layer_met3.png
The bar under the picture is 20 um long.
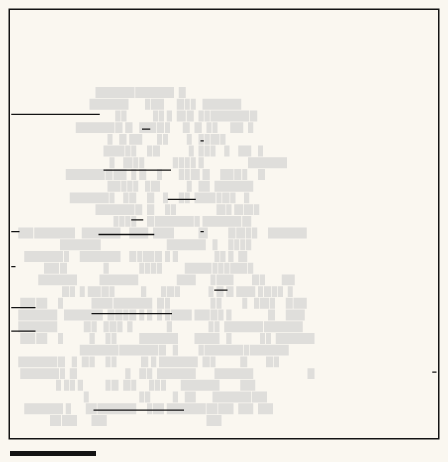
layer_met2.png
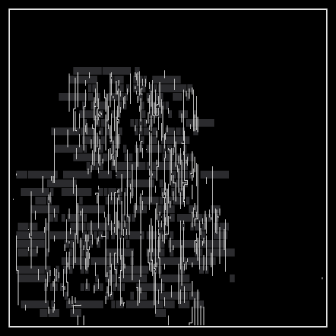
flops_by_reg.png
Other sequential cells in the stronger gray, the rest of the logic in the fainter gray.
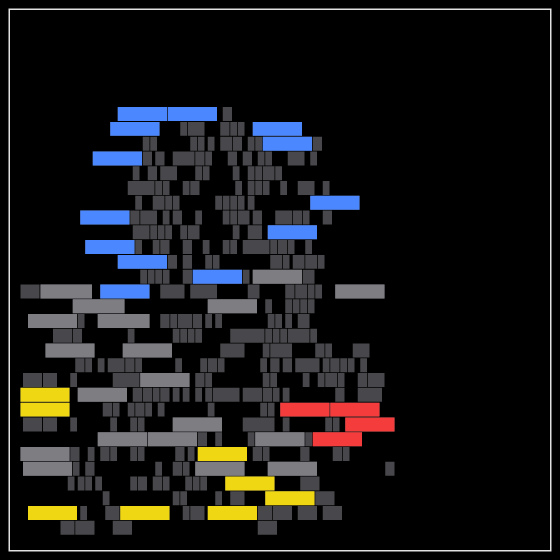
===== src/rtl/uart_rx.sv =====
// UART receiver: start, N data bits LSB first, optional even parity, M stops.
// Bits are sampled at mid-bit on a synchronized copy of the rx pin.
module uart_rx #(
  parameter int N         = 8,
  parameter int M         = 1,
  parameter int PARITY_EN = 0,
  parameter int BAUD_RATE = 9600,
  parameter int CLK_FREQ  = 50000000
) (
  input  logic         clk,
  input  logic         reset,
  input  logic         rx,
  output logic [N-1:0] data_out,
  output logic         rx_done,
  output logic         parity_err,
  output logic         frame_err
);

  localparam int C  = CLK_FREQ / BAUD_RATE;
  localparam int CW = $clog2(C);
  localparam int MX = (N > M) ? N : M;
  localparam int BW = $clog2(MX + 1);

  localparam logic [CW-1:0] HALF   = CW'(C / 2 - 1);
  localparam logic [CW-1:0] FULL   = CW'(C - 1);
  localparam logic [BW-1:0] LAST_D = BW'(N - 1);
  localparam logic [BW-1:0] LAST_S = BW'(M - 1);

  typedef enum logic [2:0] {
    IDLE,
    START,
    DATA,
    PARITY,
    STOP
  } state_t;

  state_t        state;
  logic          sync1;
  logic          rxs;
  logic          rxs_d;
  logic [CW-1:0] baud_cnt;
  logic [BW-1:0] bit_cnt;
  logic [N-1:0]  shreg;
  logic          perr_r;
  logic          ferr_r;
  logic          baud_hit;

  assign baud_hit = (baud_cnt == FULL);

  always_ff @(posedge clk or negedge reset) begin
    if (!reset) begin
      sync1 <= 1'b1;
      rxs   <= 1'b1;
      rxs_d <= 1'b1;
    end else begin
      sync1 <= rx;
      rxs   <= sync1;
      rxs_d <= rxs;
    end
  end

  always_ff @(posedge clk or negedge reset) begin
    if (!reset) begin
      state      <= IDLE;
      baud_cnt   <= '0;
      bit_cnt    <= '0;
      shreg      <= '0;
      perr_r     <= 1'b0;
      ferr_r     <= 1'b0;
      data_out   <= '0;
      rx_done    <= 1'b0;
      parity_err <= 1'b0;
      frame_err  <= 1'b0;
    end else begin
      rx_done <= 1'b0;
      unique case (state)
        IDLE: begin
          baud_cnt <= '0;
          bit_cnt  <= '0;
          // only a true 1->0 edge starts a frame; a held-low line never does
          if (rxs_d && !rxs) begin
            state  <= START;
            perr_r <= 1'b0;
            ferr_r <= 1'b0;
          end
        end
        START: begin
          if (baud_cnt == HALF) begin
            baud_cnt <= '0;
            state    <= rxs ? IDLE : DATA;
          end else begin
            baud_cnt <= baud_cnt + 1'b1;
          end
        end
        DATA: begin
          if (baud_hit) begin
            baud_cnt <= '0;
            shreg    <= {rxs, shreg[N-1:1]};
            if (bit_cnt == LAST_D) begin
              bit_cnt <= '0;
              state   <= (PARITY_EN != 0) ? PARITY : STOP;
            end else begin
              bit_cnt <= bit_cnt + 1'b1;
            end
          end else begin
            baud_cnt <= baud_cnt + 1'b1;
          end
        end
        PARITY: begin
          if (baud_hit) begin
            baud_cnt <= '0;
            perr_r   <= rxs ^ (^shreg);
            state    <= STOP;
          end else begin
            baud_cnt <= baud_cnt + 1'b1;
          end
        end
        STOP: begin
          if (baud_hit) begin
            baud_cnt <= '0;
            if (!rxs) ferr_r <= 1'b1;
            if (bit_cnt == LAST_S) begin
              bit_cnt    <= '0;
              state      <= IDLE;
              data_out   <= shreg;
              parity_err <= perr_r;
              frame_err  <= ferr_r | ~rxs;
              rx_done    <= 1'b1;
            end else begin
              bit_cnt <= bit_cnt + 1'b1;
            end
          end else begin
            baud_cnt <= baud_cnt + 1'b1;
          end
        end
        default: state <= IDLE;
      endcase
    end
  end

endmodule

===== config.mk =====
export PLATFORM = sky130hd
export DESIGN_NAME = uart_rx
export DESIGN_NICKNAME = d
export VERILOG_FILES = /design/src/rtl/uart_rx.sv
export SDC_FILE = /design/constraint.sdc
export NUM_CORES = 1
export LEC_CHECK = 0
export ABC_AREA = 1
export CORE_MARGIN = 1.5
export CORE_UTILIZATION = 25
export DETAILED_ROUTE_END_ITERATION = 8
export HOLD_SLACK_MARGIN = 0.02
export REMOVE_ABC_BUFFERS = 1
export SLEW_MARGIN = 0
export SYNTH_ARGS = -nofsm -noshare
export SYNTH_HDL_FRONTEND = slang
export SYNTH_SLANG_ARGS = --single-unit

===== constraint.sdc =====
create_clock -name clk -period 4 [get_ports clk]
set_input_delay 0.8 -clock clk [delete_from_list [all_inputs] [get_ports clk]]
set_output_delay 0.8 -clock clk [all_outputs]
set_load 0.01 [all_outputs]

==> impl_metrics.py <==
# Auto-generated metrics
metrics = {
    "worst_setup_path": {
        "worstRegToRegCells": 7,
        "cpPeakStageDelay_ps": 540,
        "cp_slowest_cell": "clkdlybuf4s50_1",
        "cp.arrival_ps": 1210,
        "required_ps": 3200,
        "regToRegEndpoint": "data_out[2]",
        "r2r_slack_ps": 2000,
        "critPathKind": "reg -> out",
        "startpoint_type": "flip-flop",
        "r2r-start": "baud_cnt[0]",
        "cp_max_fo": 2,
        "cp-end-kind": "primary output",
    },
    "yosys": {
        "ys_sh_xor_pct": 3.770,
        "ys_chip_area_um2": 2323,
        "syn-cell-area_um2": 2323,
        "ys_cells": 295,
        "largest_area_cell": "dfrtp_1",
        "ys_seq_share_pct": 47.55,
        "yosys_warnings": 0,
        "ys_sh_simple_pct": 31.45,
        "ys_sh_mux_pct": 0,
        "ys_sh_aoi_pct": 8.616,
        "top_cells_by_area": "dfrtp_1, nand2_1, inv_1, nor2_1, o21ai_1",
    },
    "layout": {
        "area_growth_pct": 14.16,
        "combGateArea_um2": 1056,
        "num-fill-cells": 930,
        "final_util_pct": 29.98,
        "lay_top_cells": "nand2_1, dfrtp_1, inv_1, nor2_1, o21ai_1",
        "lay_top_count": "nand2_1",
        "nets": 319,
        "seqCellArea_um2": 1105,
    },
    "global_route": {
        "grt_pass1_wl_um": 7983,
        "track_usage_pct": 9.963,
        "antenna_found_initial": 0,
        "grt_max_degree": 45,
        "first_global_vias": 1748,
    },
    "clock_tree": {
        "cts_made_buffers": 5,
        "clk_pin_slew_worst_paths_ps": 90,
        "clkLatencyLatePin_ps": 300,
        "cts.sinks": 44,
        "cts_buffer_depth": 2,
        "post_cts_resized": 0,
    },
    "flow_run": {
        "warning_count": 26,
    },
    "timing": {
        "clock_skew_ps": 13.70,
        "slew_headroom_pct": 34.65,
        "finalHoldViolations": 0,
        "post-route-min-period_ps": 2013,
        "setup_violations": 0,
        "fmax_mhz": 496.8,
        "drv_slew": 0,
        "finalCritPeriodShare_pct": 50.33,
        "tightest_slew_ps": 980.2,
    },
    "power_and_ir_drop": {
        "powerDensity_nw_per_um2": 411.6,
        "total_power_w": 0.001092,
        "p_leak_nw": 1.201,
    },
    "worst_hold_path": {
        "hold_depth": 0,
        "min_to": "rxs",
        "min_from": "sync1",
    },
    "route": {
        "wl_per_cell_um": 10.92,
        "route.met2.wl_um": 1980,
        "post-route-drc-count": 0,
        "wl_met1_um": 2436,
    },
    "floorplanning": {
        "ios": 14,
        "initial_core_util_pct": 26.26,
    },
    "placement": {
        "dp_hpwl_um": 3327,
    },
    "outcome": {
        "outcome": "finished clean",
    },
}
About layer_met3.png:
nets with wire on the layer: 11
longest straight run: 20.7 um
wire length on this layer: 114 um
main direction: horizontal
met3 Usage GRT: 2.108%
via count: 1834
total routed wirelength: 4608 um

About layer_met2.png:
longest straight run: 34.3 um
nets with wire on the layer: 241
share of all routed wire: 43%
main direction: vertical
wire length on this layer: 1980 um
met2 Track Usage GR: 15.17%

About flops_by_reg.png:
| signal | color | flops |
|---|---|---|
| data_out | yellow | 8 |
| bit_cnt | red | 4 |
| baud_cnt | blue | 13 |

## area by class of cell
cell class | instances | share of cell area (%)
tap | 108 | 5.094
clock inverter | 2 | 0.4717
inverter | 39 | 5.519
sequential | 44 | 41.65
clock buffer | 6 | 2.736
multi-input combinational | 210 | 39.81
timing repair buffer | 13 | 4.717
## layer usage
| layer | vias up | GRT usage [%] |
|---|---|---|
| li1 | 969 | - |
| met1 | 837 | 13.90 |
| met2 | 20 | 15.17 |
| met3 | 8 | 2.108 |
| met4 | 0 | 3.792 |
| met5 | - | 0 |
## synthesized netlist by cell type
library cell  instances
nand2_1              91
dfrtp_1              41
inv_1                32
nor2_1               26
o21ai_1              18
nand3_1              17
xor2_1               10
o21a_1                8
a21oi_1               7
inv_2                 7
nor3_1                7
nand4_1               5
dfstp_2               3
ha_1                  3
nor2_2                3
nor2_4                3
o21ai_0               3
nand2_2               2
nor4_1                2
buf_2                 1
buf_6                 1
nand3_4               1
nand4_2               1
nor3_2                1
nor3_4                1
or2_0                 1
## where the power goes
group	leakage, nW	switching [W]	internal [W]
logic	0.560	0.000220	0.0000828
registers	0.599	0.0000402	0.000476
clock network	0.0412	0.000151	0.000122
## flip-flops by register name, indices dropped and copies added, names as in the netlist, 3 cells and up
| name | count |
|---|---|
| baud_cnt | 13 |
| data_out | 8 |
| shreg | 8 |
| bit_cnt | 4 |
| state | 3 |
## worst max path at each step
stage / to / slack, ps / cells after the start
after global routing: data_out[2] / 1810 / 7
after CTS: data_out[7] / 1980 / 1
final: data_out[1] / 1990 / 1
after global placement: data_out[2] / 2070 / 7
after detailed placement: data_out[2] / 2000 / 7
after floorplan: data_out[0] / 2340 / 7
## metrics by stage
step | hold slack (ps) | instance area, um2 | worst slack [ps]
final | 358.4 | 2653 | 1987
after floorplan | 345.2 | 2307 | 2343
after detailed placement | 347.6 | 2567 | 2000
after CTS | 359.1 | 2653 | 1982
after global placement | 346.6 | 2567 | 2067
after global routing | 367.7 | 2653 | 1808
## cell families (layout without fill, tap and decap cells)
kind of cell    after synthesis  in the layout
compound gates               36             36
xor+xnor                     10             10
fa+ha+maj                     3              3
buf+inv                      41             60
flops                        44             44
simple gates                161            161
Power and IR drop assume default switching activity.
